<file path="src/rtl/sig_dac_tx.sv">
// sig_dac_tx: samples the mixer bus on a timer tick and shifts it to a 12-bit SPI DAC
module sig_dac_tx #(
  parameter int CLK_DIV    = 1,
  parameter int SAMPLE_DIV = 50,
  parameter int SIGNED_IN  = 0
) (
  input  logic        clk,
  input  logic        rst_n,
  input  logic        en,
  input  logic [15:0] sig,
  output logic        dac_sync_n,
  output logic        dac_sclk,
  output logic        dac_din,
  output logic        sample_tick,
  output logic        busy,
  output logic        overrun
);
  localparam int TW = SAMPLE_DIV > 1 ? $clog2(SAMPLE_DIV) : 1;
  localparam int CW = CLK_DIV > 1 ? $clog2(CLK_DIV) : 1;
  typedef enum logic [1:0] {IDLE, SHIFT, DONE} state_t;
  state_t state, state_d;
  logic [TW-1:0] timer;
  logic [CW-1:0] cnt, cnt_d;
  logic [4:0] hp, hp_d, hp_n;
  logic [15:0] frame, frame_d;
  logic tick, sync_d, sclk_d, din_d, tick_d, ovr_d;
  assign tick = en && timer == TW'(SAMPLE_DIV - 1);
  assign hp_n = hp + 5'd1;
  // sample timer: held at zero while disabled, wraps every SAMPLE_DIV cycles
  always_ff @(posedge clk or negedge rst_n)
    if (!rst_n) timer <= '0;
    else timer <= (!en || tick) ? '0 : timer + 1'b1;
  // next-state and next-output logic; frame bit 15 is always zero so din starts low
  always_comb begin
    state_d = state;
    cnt_d   = cnt;
    hp_d    = hp;
    frame_d = frame;
    sync_d  = dac_sync_n;
    sclk_d  = dac_sclk;
    din_d   = dac_din;
    tick_d  = 1'b0;
    ovr_d   = overrun | (tick && state != IDLE);
    if (state == IDLE) begin
      if (tick) begin
        state_d = SHIFT;
        cnt_d   = '0;
        hp_d    = '0;
        frame_d = (sig ^ {SIGNED_IN != 0, 15'b0}) >> 4;
        sync_d  = 1'b0;
        sclk_d  = 1'b1;
        din_d   = 1'b0;
        tick_d  = 1'b1;
      end
    end else if (state == SHIFT) begin
      cnt_d = cnt == CW'(CLK_DIV - 1) ? '0 : cnt + 1'b1;
      if (cnt == CW'(CLK_DIV - 1)) begin
        if (hp == 5'd31) begin
          state_d = DONE;
          sync_d  = 1'b1;
          sclk_d  = 1'b1;
          din_d   = 1'b0;
        end else begin
          hp_d   = hp_n;
          sclk_d = ~hp_n[0];
          din_d  = hp_n[0] ? dac_din : frame[~hp_n[4:1]];
        end
      end
    end else begin
      state_d = IDLE;
    end
  end
  // state and output registers
  always_ff @(posedge clk or negedge rst_n)
    if (!rst_n) begin
      state       <= IDLE;
      cnt         <= '0;
      hp          <= '0;
      frame       <= '0;
      dac_sync_n  <= 1'b1;
      dac_sclk    <= 1'b1;
      dac_din     <= 1'b0;
      sample_tick <= 1'b0;
      busy        <= 1'b0;
      overrun     <= 1'b0;
    end else begin
      state       <= state_d;
      cnt         <= cnt_d;
      hp          <= hp_d;
      frame       <= frame_d;
      dac_sync_n  <= sync_d;
      dac_sclk    <= sclk_d;
      dac_din     <= din_d;
      sample_tick <= tick_d;
      busy        <= state_d != IDLE;
      overrun     <= ovr_d;
    end
endmodule

</file>
<file path="config.mk">
export PLATFORM = sky130hd
export DESIGN_NAME = sig_dac_tx
export DESIGN_NICKNAME = d
export VERILOG_FILES = /design/src/rtl/sig_dac_tx.sv
export SDC_FILE = /design/constraint.sdc
export NUM_CORES = 1
export LEC_CHECK = 0
export CORE_MARGIN = 4
export CORE_UTILIZATION = 47
export DETAILED_ROUTE_END_ITERATION = 10
export GPL_TIMING_DRIVEN = 0
export HOLD_SLACK_MARGIN = 0.15
export PLACE_DENSITY = 0.75
export RECOVER_POWER = 50
export SLEW_MARGIN = 20
export SYNTH_ARGS = -nofsm -noshare
export SYNTH_HDL_FRONTEND = slang
export SYNTH_SLANG_ARGS = --single-unit
</file>
<file path="constraint.sdc">
create_clock -name clk -period 1.7 [get_ports clk]
set_input_delay 0.17 -clock clk [delete_from_list [all_inputs] [get_ports clk]]
set_output_delay 0.17 -clock clk [all_outputs]
set_load 0.005 [all_outputs]
</file>
Figure 1. Placement view (run 1).
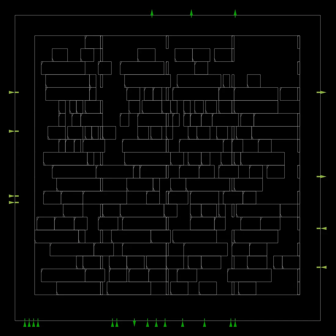
flop count: 31
core area: 0.00303 mm^2
non-filler instance count after layout: 202

Figure 2. Signal wires by layer (run 1).
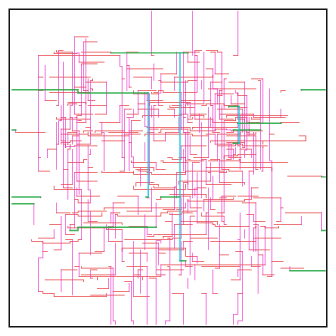
Key: cyan = M4 [wire length 70.7 um]; magenta = M2 [wire length 1370 um]; red = M1 [wire length 1250 um]; green = M3 [wire length 109 um]

Figure 3. Clock distribution (run 1).
The bar under the picture is 20 um long.
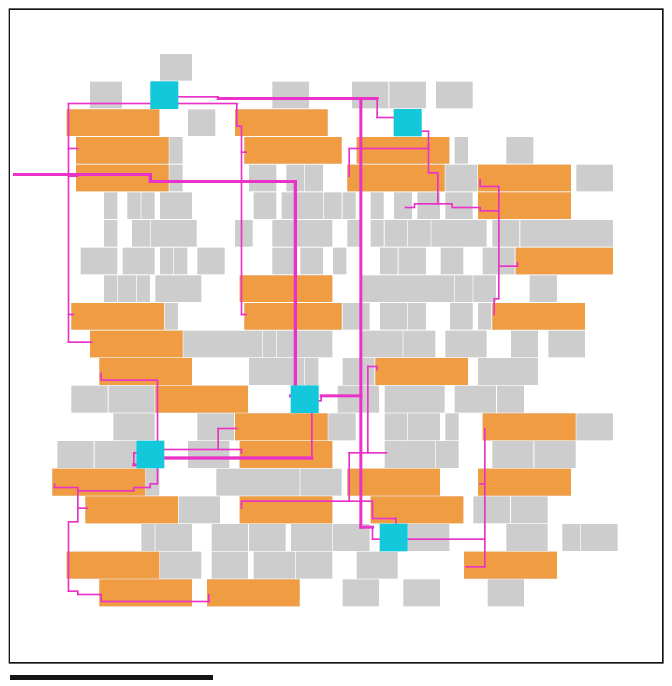
Key: cyan = clock-net drivers [count 5]; magenta = clock wires [length 396 um]; orange = flip-flops [count 31]
Position of the flops: widely spread.
Clk network pwr share: 35.6%
clk ins delay skew pair: 340 ps
Final Skew: 9.86 ps
P_clk: 450 uW

==> summary.txt, run 1 <==
flow finished, numbers: status finished clean, yosys stat cell total about 120, Worst Hold Class input port to asynchronous set/reset pin, Post-Syn Area per Cell between 10 and 15 um^2, post-DP HPWL 1960 um, DRC 0, Rel. slew slack around half, Tcrit/Tclk final between 90% and 100%, Placed Instances 186, startpoint types register, FF-to-FF setup slack roughly 1.8 ps, die width 64.1 um, EDFF count, synth 0, final antenna diode count 0, final WL about 2800 um, fmax 589 MHz, clock tree sinks 31, Pleak roughly 0.0009 uW, Area leader share between 40% and 50%, Max Root-Sink Buffers 2, # IOs 25, Total Die Area between 0.004 and 0.005 mm^2, RSZ-0062 raised after global routing true, dominant cell type by area after synthesis dfrtp_1, DIE HEIGHT ~64 um, CTS Buf Count 5, Hold Violations, Final 0, fp_density 48.9%, largest net degree at the start of global routing 32, initial antenna violation count 0, pwr dens ~650 mW/mm^2, CTS Root Cell clkbuf_4, Reg-to-Reg Start hp[0]$_DFFE_PN0P_, Nets 181, YS chip area between 0.001 and 0.0015 mm^2, drt first-iter violations about 55, Nets at Floorplan 146, CTS tree yes, R2R depth 7, grt ovf 0, synthesis-to-layout area growth 30.5%, ys flops 31, 1st-pass router iterations 4, Slew @ Worst Pin 732 ps, Yosys cell types 37, Mapped Area between 0.001 and 0.0015 mm^2
-- run 1: timing repair --
item / CTS / global route
pin swaps: 3 / 1
setup buffers: 4 / 3
resized: 8 / 7
setup endpoints to repair: 3 / 15
hold buffers: 1 / 0
endpoints found under the hold margin: 29 / 0
-- run 1: sequential cells by signal, indices dropped and copies added (netlist names) --
register / cells
timer: 6
overrun: 1
hp: 5
busy: 1
frame: 12
sample_tick: 1
dac_sclk: 1
dac_din: 1
state: 2
dac_sync_n: 1
-- run 1: cell families after synthesis --
family	Yosys count	share of synthesized area, %
multiplexers	17	13.8
AND-OR/OR-AND	21	10.9
buffers and inverters	10	3.13
AND/OR/NAND/NOR	31	10.7
XOR/XNOR	7	4.65
flip-flops	31	52.6
adder cells (fa/ha/maj)	5	4.23
-- run 1: through the flow --
step	hold WS (ps)	total power, uW	cell area, um^2	setup WS [ps]
global placement	472	825	1770	-146
CTS	402	1280	1890	-0.724
finish	413	1260	1930	1.79
detailed placement	241	826	1760	-104
floorplan	-126	776	1510	0.628
global route	388	1340	1930	-83.1
-- run 1: critical path: stages (launching register included) --
cell	delay [ps]
dfrtp_2	430
ha_4	180
and3_4	190
ha_4	180
inv_4	70
nand2_4	50
a21oi_4	170
mux2_4	310
-- run 1: metal layers --
| metal | global-route usage [%] | share of wire (%) | up-vias |
|---|---|---|---|
| met2 | 25.8 | 49 | 21 |
| met3 | 6.33 | 3.9 | 7 |
| li1 | - | - | 505 |
| met1 | 19.5 | 45 | 505 |
| met4 | 8.71 | 2.5 | 0 |
| met5 | 0 | 0 | - |
-- run 1: layout by cell type, fill, tap and decap left out, drive strengths merged, types with 2 or more instances in the layout --
master         instances
xor2                   4
o2111a                 2
a31oi                  4
a21oi                  4
buf                    9
inv                    8
nor2                  13
xnor2                  3
nand3b                 2
nand4                  2
o21ai                  2
ha                     5
mux2                  14
o2bb2ai                2
clkbuf                 8
nand2                  5
a22oi                  2
dfrtp                 29
mux2i                  2
nand3                  4
dfstp                  2
clkdlybuf4s50         19
-- run 1: worst max-delay path by stage --
| stage | to | slack (ps) |
|---|---|---|
| finish | hp[0]$_DFFE_PN0P_ | 2 |
| global route | dac_sclk$_DFFE_PN1P_ | -80 |
| CTS | hp[0]$_DFFE_PN0P_ | -0.7 |
| detailed placement | hp[3]$_DFFE_PN0P_ | -100 |
| global placement | hp[0]$_DFFE_PN0P_ | -150 |
| floorplan | hp[0]$_DFFE_PN0P_ | 0.6 |
-- run 1: area by class of cell --
class / instances / area, um^2 / share of cell area (%)
Clock inverter: 1 / 5.00 / 0.259
Tap cell: 44 / 55.1 / 2.85
Timing Repair Buffer: 28 / 258 / 13.3
Buffer: 2 / 22.5 / 1.17
Sequential cell: 31 / 781 / 40.4
Multi-Input combinational cell: 81 / 723 / 37.4
Inverter: 8 / 32.5 / 1.68
Clock buffer: 7 / 55.1 / 2.85
-- run 1: report_power, final --
group	switching [uW]	internal, uW
Sequential	5.81	743
Combinational	29.2	36.2
Clock	250	200
Figure 4. Cell classes on the final placement (run 1).
Fill, decap, tap and diode cells in grey.
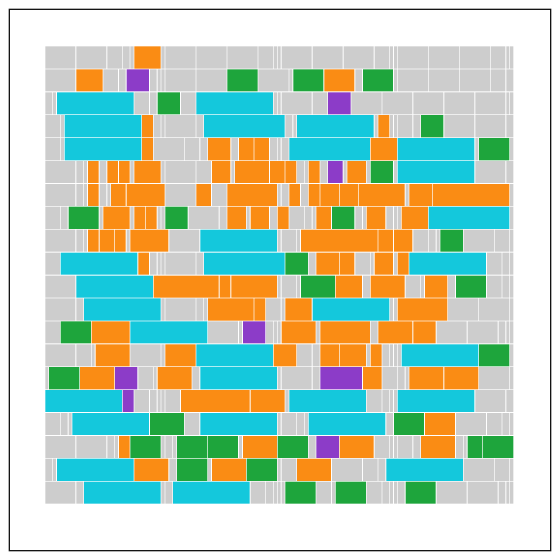

==> run 1 -> run 2 <==
Settings changed: REMOVE_ABC_BUFFERS set to 1.
Figure 5. Cell classes on the final placement (run 2).
Fill, decap, tap and diode cells in grey.
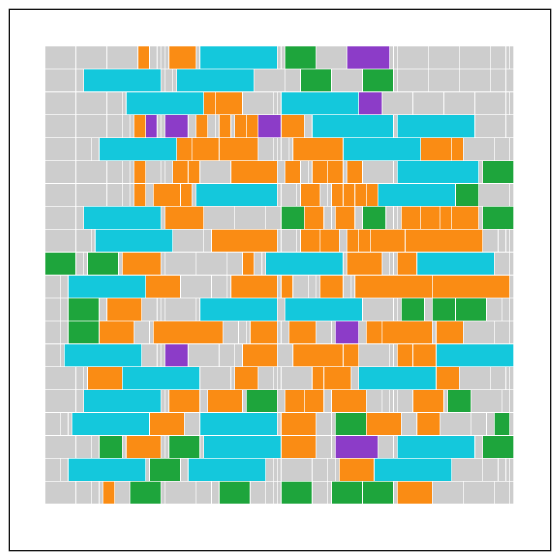
Key: orange = remaining logic cells [cells 89, share of their area 41%]; cyan = registers [cells 31, share of their area 42%]; purple = clock drivers and dummy loads [cells 8, share of their area 3.7%]; green = remaining buffers and delay cells [cells 28, share of their area 14%]

==> run 2 against run 1 <==
Effect of this change:
- the run now ends with setup timing left
- first-iteration DRC count rose by 45%
- power rose by 3.5%
- global-route usage fell by 0.088 points
- non-clock buffer count fell by 2
- sequential share of layout area rose by 0.093 points
- register-to-register slack got worse by 20 ps
- wire length rose by 5.9%
- critical path type unchanged
- largest cell class unchanged
- largest power group unchanged
==> summary.txt, run 2 <==
flow finished, numbers: EDFF count, synth 0, Nets around 180, most numerous logic cell after layout dfrtp_1, Biggest register frame, Slew @ Worst Pin 754 ps, grt ovf 0, synthesis-to-layout area growth 30.0%, CTS tree yes, pwr dens 680 mW/mm^2, CP endpoint hp[0]$_DFFE_PN0P_, Max Root-Sink Buffers 2, Worst Setup Slack, final -22.5 ps, Tcrit/Tclk final 101%, Pleak approximately 0.00085 uW, violated checks setup timing, status complete, but fails checks, clock tree sinks 31, initial antenna violation count 0, Setup Viol. Count Final 3, NetSw 286 uW
## run 2: power groups by stage
stage	clock network (uW)	registers, uW	logic (uW)
after floorplan	0	762	14.7
after global placement	0	763	62.7
after detailed placement	0	763	64.7
after CTS	503	749	67.9
after global routing	541	750	75.8
final	493	749	66.1
## run 2: timing repair
action / in CTS / in global routing
hold endpoints to repair: 29 / 0
gates resized: 18 / 2
hold buffers: 1 / 0
setup buffers: 5 / 2
pin swaps: 4 / 2
endpoints found under the setup margin: 19 / 18
## run 2: cell families after synthesis
family	after synthesis	share of synthesized area, %
AND-OR/OR-AND	21	10.9
multiplexers	17	13.8
flip-flops	31	52.6
adder cells (fa/ha/maj)	5	4.23
buffers and inverters	10	3.13
AND/OR/NAND/NOR	31	10.7
XOR/XNOR	7	4.65
## run 2: layout make-up
type	count	area (um^2)
fillers	246	1100
inverters	8	30.0
clock buffers	8	68.8
well taps	44	55.1
multi-input cells	81	733
repair buffers	28	258
flip-flops and latches	31	779
## run 2: metal layers
layer | wire length [um] | global-route usage [%] | up-vias
met2 | 1520 | 25.2 | 19
met1 | 1290 | 21.5 | 538
li1 | - | - | 502
met5 | 0 | 0 | -
met3 | 131 | 6.50 | 2
met4 | 25 | 4.49 | 0
## run 2: per-stage QoR
stage | util (%) | instance area (um^2) | instances | hold slack [ps]
after floorplan | - | 1460 | 120 | -126
after global placement | 56.8 | 1720 | 184 | 468
after detailed placement | 56.6 | 1710 | 184 | 252
after CTS | 62.9 | 1900 | 198 | 416
after global routing | 63.6 | 1920 | 200 | 419
final | 63.6 | 1920 | 200 | 422
## run 2: how the worst min path moves through the flow
stage | slack, ps | depth (start not counted) | startpoint | endpoint
after detailed placement | 250 | 1 | rst_n | frame[1]$_DFFE_PN0P_
final | 420 | 2 | rst_n | frame[1]$_DFFE_PN0P_
after global placement | 470 | 1 | frame[10]$_DFFE_PN0P_ | frame[10]$_DFFE_PN0P_
after CTS | 420 | 2 | rst_n | frame[1]$_DFFE_PN0P_
after floorplan | -130 | 0 | rst_n | busy$_DFF_PN0_
after global routing | 420 | 2 | sig[6] | frame[2]$_DFFE_PN0P_
## run 2: critical path: stages, from the launching register on
cell	delay (ps)
dfrtp_1	430
ha_4	190
and3_4	200
ha_4	170
inv_2	50
nand2_2	60
a21oi_4	180
mux2_4	310
Power and IR drop assume default switching activity.
